File: config.mk
export PLATFORM = sky130hd
export DESIGN_NAME = spi_master_core
export DESIGN_NICKNAME = d
export VERILOG_FILES = /design/src/rtl/spi_master_core.sv
export SDC_FILE = /design/constraint.sdc
export NUM_CORES = 1
export LEC_CHECK = 0
export ABC_AREA = 1
export CAP_MARGIN = 20
export CORE_AREA = 2 2 84 86
export CTS_BUF_LIST = sky130_fd_sc_hd__clkbuf_8
export CTS_CLUSTER_SIZE = 12
export DETAILED_ROUTE_END_ITERATION = 10
export DIE_AREA = 0 0 86 88
export PLACE_DENSITY = 0.79
export SLEW_MARGIN = 20
export SYNTH_ARGS = -nofsm -noshare
export SYNTH_HDL_FRONTEND = slang
export SYNTH_SLANG_ARGS = --single-unit
export TNS_END_PERCENT = 30
File: constraint.sdc
create_clock -name clk_i -period 2.7 [get_ports clk_i]
set_input_delay 0.54 -clock clk_i [delete_from_list [all_inputs] [get_ports clk_i]]
set_output_delay 0.54 -clock clk_i [all_outputs]
set_load 0.005 [all_outputs]
File: src/rtl/spi_master_core.sv
// SPI master engine: runtime CPOL/CPHA, programmable SCLK half-period,
// MSB-first DATA_W-bit frames, one-hot active-low selects with optional SS hold.
module spi_master_core #(
    parameter int unsigned DATA_W = 8,
    parameter int unsigned NUM_SS = 3,
    parameter int unsigned DIV_W  = 8
) (
    input  logic                                    clk_i,
    input  logic                                    rst_i,
    input  logic                                    start_i,
    output logic                                    ready_o,
    output logic                                    busy_o,
    input  logic [DATA_W-1:0]                       tx_data_i,
    input  logic [((NUM_SS > 1) ? $clog2(NUM_SS) : 1)-1:0] ss_sel_i,
    input  logic                                    cpol_i,
    input  logic                                    cpha_i,
    input  logic [DIV_W-1:0]                        clk_div_i,
    input  logic                                    hold_ss_i,
    output logic [DATA_W-1:0]                       rx_data_o,
    output logic                                    rx_valid_o,
    output logic                                    err_o,
    output logic                                    SCLK_o,
    output logic                                    MOSI_o,
    input  logic                                    MISO_i,
    output logic [NUM_SS-1:0]                       SS_o
);

    localparam int unsigned SEL_W  = (NUM_SS > 1) ? $clog2(NUM_SS) : 1;
    localparam int unsigned EDGE_W = $clog2(2 * DATA_W + 1);
    localparam logic [EDGE_W-1:0] LAST_EDGE = EDGE_W'(2 * DATA_W);

    typedef enum logic [2:0] {IDLE, SETUP, SHIFT, LEADOUT, GAP} state_t;

    state_t              r_state;
    logic [DIV_W-1:0]    r_cnt;
    logic [DIV_W-1:0]    r_div;
    logic [EDGE_W-1:0]   r_edge;
    logic [DATA_W-1:0]   r_tx;
    logic [DATA_W-1:0]   r_rx_sh;
    logic [DATA_W-1:0]   r_rx;
    logic                r_rx_valid;
    logic                r_err;
    logic                r_ready;
    logic                r_sclk;
    logic                r_mosi;
    logic [NUM_SS-1:0]   r_ss;
    logic [SEL_W-1:0]    r_sel;
    logic                r_cpol;
    logic                r_cpha;
    logic                r_hold;
    logic                r_held;
    logic                r_pend;

    logic [EDGE_W-1:0]   w_edge_n;
    logic                w_sample;
    logic                w_shift;
    logic                w_sel_ok;
    logic [NUM_SS-1:0]   w_ss_new;
    logic [NUM_SS-1:0]   w_ss_lat;

    // w_edge_n is the SCLK edge number about to be produced (odd = leading edge)
    assign w_edge_n = r_edge + EDGE_W'(1);
    assign w_sample = r_cpha ? ~w_edge_n[0] : w_edge_n[0];
    assign w_shift  = r_cpha ? w_edge_n[0] : (~w_edge_n[0] && (w_edge_n != LAST_EDGE));
    assign w_sel_ok = (32'(ss_sel_i) < NUM_SS);
    assign w_ss_new = ~(NUM_SS'(1) << ss_sel_i);
    assign w_ss_lat = ~(NUM_SS'(1) << r_sel);

    always_ff @(posedge clk_i or posedge rst_i) begin
        if (rst_i) begin
            r_state    <= IDLE;
            r_cnt      <= '0;
            r_div      <= '0;
            r_edge     <= '0;
            r_tx       <= '0;
            r_rx_sh    <= '0;
            r_rx       <= '0;
            r_rx_valid <= 1'b0;
            r_err      <= 1'b0;
            r_ready    <= 1'b1;
            r_sclk     <= 1'b0;
            r_mosi     <= 1'b0;
            r_ss       <= '1;
            r_sel      <= '0;
            r_cpol     <= 1'b0;
            r_cpha     <= 1'b0;
            r_hold     <= 1'b0;
            r_held     <= 1'b0;
            r_pend     <= 1'b0;
        end else begin
            r_rx_valid <= 1'b0;
            r_err      <= 1'b0;
            case (r_state)
                IDLE: begin
                    if (start_i && !w_sel_ok) begin
                        r_err <= 1'b1;
                    end else if (start_i) begin
                        r_sel   <= ss_sel_i;
                        r_cpol  <= cpol_i;
                        r_cpha  <= cpha_i;
                        r_div   <= clk_div_i;
                        r_hold  <= hold_ss_i;
                        r_sclk  <= cpol_i;
                        r_cnt   <= clk_div_i;
                        r_edge  <= '0;
                        r_ready <= 1'b0;
                        r_held  <= 1'b0;
                        // Switching away from a held slave: release it and gap first
                        if (r_held && (ss_sel_i != r_sel)) begin
                            r_ss    <= '1;
                            r_tx    <= tx_data_i;
                            r_pend  <= 1'b1;
                            r_state <= GAP;
                        end else begin
                            r_ss    <= w_ss_new;
                            r_state <= SETUP;
                            if (cpha_i) begin
                                r_tx <= tx_data_i;
                            end else begin
                                r_mosi <= tx_data_i[DATA_W-1];
                                r_tx   <= tx_data_i << 1;
                            end
                        end
                    end
                end
                SETUP, SHIFT: begin
                    if (r_cnt == '0) begin
                        r_cnt  <= r_div;
                        r_sclk <= ~r_sclk;
                        r_edge <= w_edge_n;
                        if (w_sample) begin
                            r_rx_sh <= {r_rx_sh[DATA_W-2:0], MISO_i};
                        end
                        if (w_shift) begin
                            r_mosi <= r_tx[DATA_W-1];
                            r_tx   <= r_tx << 1;
                        end
                        r_state <= (w_edge_n == LAST_EDGE) ? LEADOUT : SHIFT;
                    end else begin
                        r_cnt <= r_cnt - DIV_W'(1);
                    end
                end
                LEADOUT: begin
                    if (r_cnt == '0) begin
                        r_rx       <= r_rx_sh;
                        r_rx_valid <= 1'b1;
                        if (r_hold) begin
                            r_held  <= 1'b1;
                            r_ready <= 1'b1;
                            r_state <= IDLE;
                        end else begin
                            r_ss    <= '1;
                            r_cnt   <= r_div;
                            r_pend  <= 1'b0;
                            r_state <= GAP;
                        end
                    end else begin
                        r_cnt <= r_cnt - DIV_W'(1);
                    end
                end
                GAP: begin
                    if (r_cnt != '0) begin
                        r_cnt <= r_cnt - DIV_W'(1);
                    end else if (r_pend) begin
                        r_pend  <= 1'b0;
                        r_ss    <= w_ss_lat;
                        r_cnt   <= r_div;
                        r_state <= SETUP;
                        if (!r_cpha) begin
                            r_mosi <= r_tx[DATA_W-1];
                            r_tx   <= r_tx << 1;
                        end
                    end else begin
                        r_ready <= 1'b1;
                        r_state <= IDLE;
                    end
                end
                default: r_state <= IDLE;
            endcase
        end
    end

    assign ready_o    = r_ready;
    assign busy_o     = ~r_ready;
    assign rx_data_o  = r_rx;
    assign rx_valid_o = r_rx_valid;
    assign err_o      = r_err;
    assign SCLK_o     = r_sclk;
    assign MOSI_o     = r_mosi;
    assign SS_o       = r_ss;

endmodule

==> out/results.txt, run 1 <==
Power Total: 3.87 mW
Dominant cell area share: 40.9%
Slowest CP cell: dfstp_2
CP endpoint kind: output pin
Post-Syn Area: 0.00355 mm2
Post-CTS Hold Buffers: 0
Final setup viols: 0
FP Rows: 30
Min Tclk post-route: 1.94 ns
Nets: 540
WS Path Type: reg -> out
Post-synthesis average cell area: 7.61 um2
Clk slew on worst S/H paths: 0.08 ns
GRT Residual Overflow: 0
Synthesized netlist cell count: 466
Top layer in use: met4
Pwr Density: 914 mW/mm2
Filler Cell Count: 560
Yosys cell types: 36
Synth area leaders: dfrtp_1 (41%), nand2_1 (16%), o21ai_0 (4.9%)
Clock skew: 0.0101 ns
Met3 usage: 3.86%
Net load switching power: 1.61 mW
Clk buf depth: 2
Warnings from Yosys: 0
CP endpoint: SS_o[0]
FA/HA/MAJ Cells, Area Fraction: 0.706%
Final slew viol count: 0
Status: completed
Xor and xnor area share after synthesis: 0.494%
Max incr delay on CP: 0.54 ns
GP Congestion: 0.896
## run 1: final cells by class
| cell class | instances | area share (%) |
|---|---|---|
| multi-input cells | 336 | 40.0 |
| flip-flops and latches | 62 | 36.8 |
| repair buffers | 44 | 10.5 |
| clock inverters | 7 | 1.89 |
| inverters | 60 | 5.50 |
| well taps | 80 | 2.36 |
| clock buffers | 9 | 2.93 |
## run 1: worst min path at each step
stage	startpoint	end	slack [ns]	cells after the start
6_report	SS_o[1]	SS_o[1]	0.47	2
3_5_place_dp	SS_o[1]	SS_o[1]	0.46	2
5_1_grt	SS_o[0]	SS_o[0]	0.50	2
3_3_place_gp	r_rx_sh[7]	rx_data_o[7]	0.46	2
4_1_cts	SS_o[0]	SS_o[0]	0.47	2
2_1_floorplan	r_div[3]	r_div[3]	0.45	2
**Run 1: register map, names as in the netlist**

The bar under the picture is 20 um long. Other sequential cells in the stronger gray, the rest of the logic in the fainter gray.
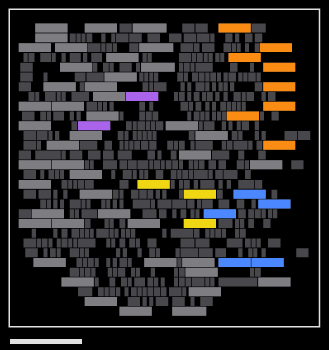
| color | name in the netlist | sequential cells |
|---|---|---|
| orange | r_tx | 8 |
| yellow | r_state | 3 |
| purple | r_sel | 2 |
| blue | r_edge | 5 |
not colored: 44

**Run 1: routing congestion**

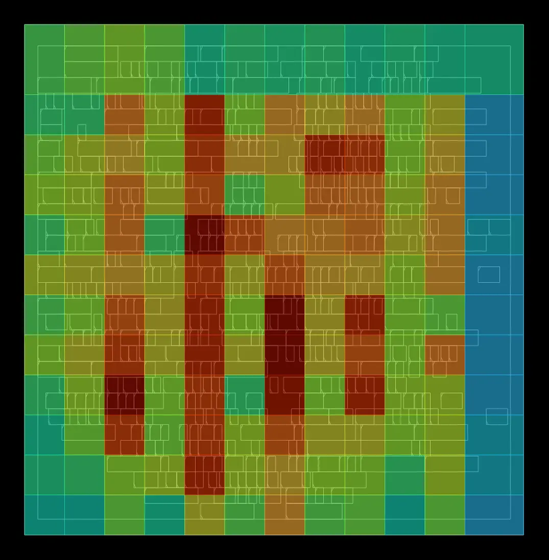
All-Layer GR Usage: 22.3%
mean routed wirelength per cell: 12.9 um
Final Core Density: 63.7%

**Run 1: cells colored by class**

The bar under the picture is 20 um long.
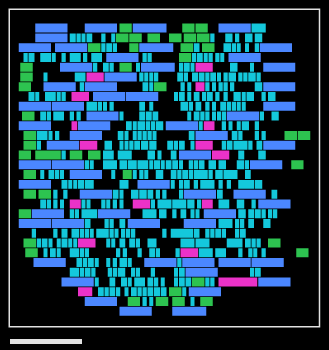
| color | class | cells |
|---|---|---|
| blue | registers | 62 |
| green | remaining buffers and delay cells | 44 |
| cyan | remaining logic cells | 396 |
| magenta | clock drivers and dummy loads | 16 |

**Run 1: selected gate families**

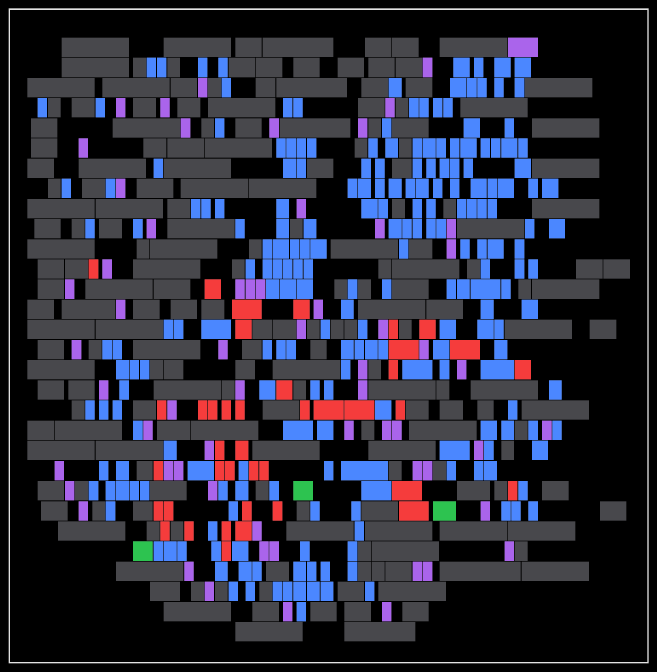

## Run 2: what changed since run 1
- clock period: 2.7 -> 1.8 ns (I/O delays scaled with it)
**Run 2: selected gate families**

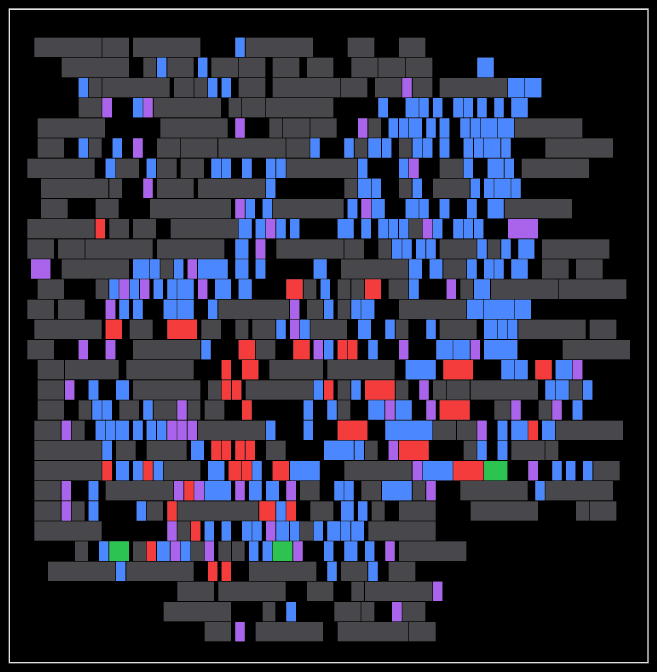
| color | family | cells |
|---|---|---|
| green | non-inverting ao/oa cells | 3 |
| purple | inv cells | 60 |
| blue | nand cells | 221 |
| red | nor cells | 40 |
Commonest Layout Cell: nand2_1
Comb area share: 39.1%

==> run 2 against run 1 <==
- via count increased by 5.1%
- sequential power up about 50%
- worst setup slack worse by 0.71 ns
- clock skew is essentially flat
- sequential share of layout area is 1.1 points lower
- clock-buffer cell count stayed put
- routed wire length rose by 1.7%
- largest power group unchanged
==> out/results.txt, run 2 <==
Status: completed
Filler Cell Count: 548 (-2.1%)
Die area: 0.00757 mm2
Nets: 550 (+1.9%)
Post-CTS Hold Buffers: 0 (unchanged)
Hpwl dp: 5630 um
Pre-Place Util: 53.4%
Clock skew: 0.0101 ns (-0.00000960 ns)
DR vias/cell: 5.23
Initial antenna violation count: 0
Net load switching power: 2.44 mW (+52%)
Pin count of the biggest net entering global routing: 63
Cell Count, Final, Fillers Out: 608
Mean routed wirelength per cell: 12.9 um (about the same)
Post-Syn Area: 0.00355 mm2 (unchanged)
Yosys cell types: 36 (unchanged)
Synthesized netlist cell count: 466 (unchanged)
Sequential Area: 0.00156 mm2
Clk slew on worst S/H paths: 0.08 ns (about the same)
Tightest Hold Check Type: in -> async
Clk buf depth: 2 (unchanged)
CP endpoint: SS_o[2]
Max incr delay on CP: 0.55 ns (about the same)
GRT Residual Overflow: 0 (unchanged)
GP Congestion: 0.989 (+10%)
Max-Slew Margin vs Limit: 78.3%
Clock net power: 1.42 mW
Post-synthesis average cell area: 7.61 um2 (unchanged)
MaxCap Viol Count: 0
Power Total: 6.02 mW (+56%)
Pwr Density: 1380 mW/mm2 (+51%)
Met3 usage: 5.00% (+1.1 points)
Min Tclk post-route: 1.75 ns
Slowest CP cell: dfstp_2
Final slew viol count: 0 (unchanged)
Dominant cell area share: 40.9% (unchanged)
CP endpoint kind: output pin
Final Core Density: 65.6% (+1.9 points)
Warnings from Yosys: 0 (unchanged)
Clock network power share: 23.7%
Share of power burned in combinational logic: 40.4%
Sequential Power Share: 35.9%
# clock sinks: 62
Top layer in use: met4
Final setup viols: 0 (unchanged)
Synth area leaders: dfrtp_1 (41%), nand2_1 (16%), o21ai_0 (4.9%)
Final hold violations: 0
FP Rows: 30 (unchanged)
Most common reg cell: dfrtp_1
WS Path Type: reg -> out
**Run 2: routing congestion**

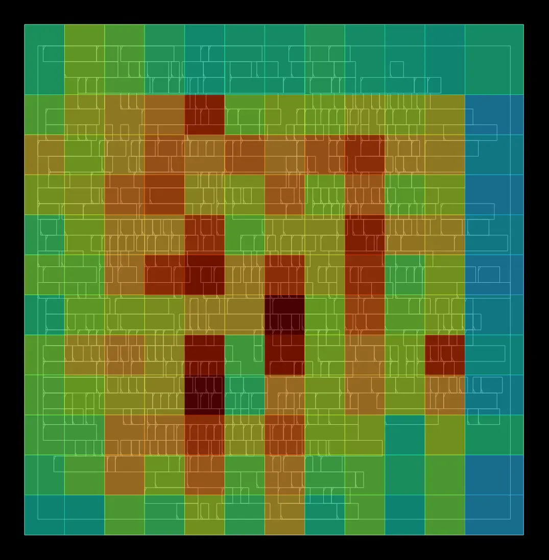
All-Layer GR Usage: 22.8%
Top Usage Layer GRT: met2
met1 Use GR: 29.1%
met2 usage in global routing: 36.8%

==> run 2: netlist changes by cell type in the layout (fill, tap and decap cells not counted), moves of 2 or more <==
cell	before	now
nor2_1	25	23
clkinv_4	0	2
buf_4	2	11
nor2_2	6	8
==> run 2: cell type report <==
cell class | count | area share, %
multi-input combinational | 336 | 39.1
sequential | 62 | 35.7
timing repair buffer | 54 | 12.2
inverter | 60 | 5.42
clock buffer | 9 | 2.84
clock inverter | 7 | 2.38
tap | 80 | 2.30
==> run 2: cell families after synthesis <==
family | after synthesis | share of synthesized area, %
simple gates | 262 | 35.0
xor+xnor | 2 | 0.494
fa+ha+maj | 2 | 0.706
flops | 62 | 43.9
compound gates | 70 | 11.5
buf+inv | 68 | 8.33
Power is estimated from default activity; no workload was simulated.
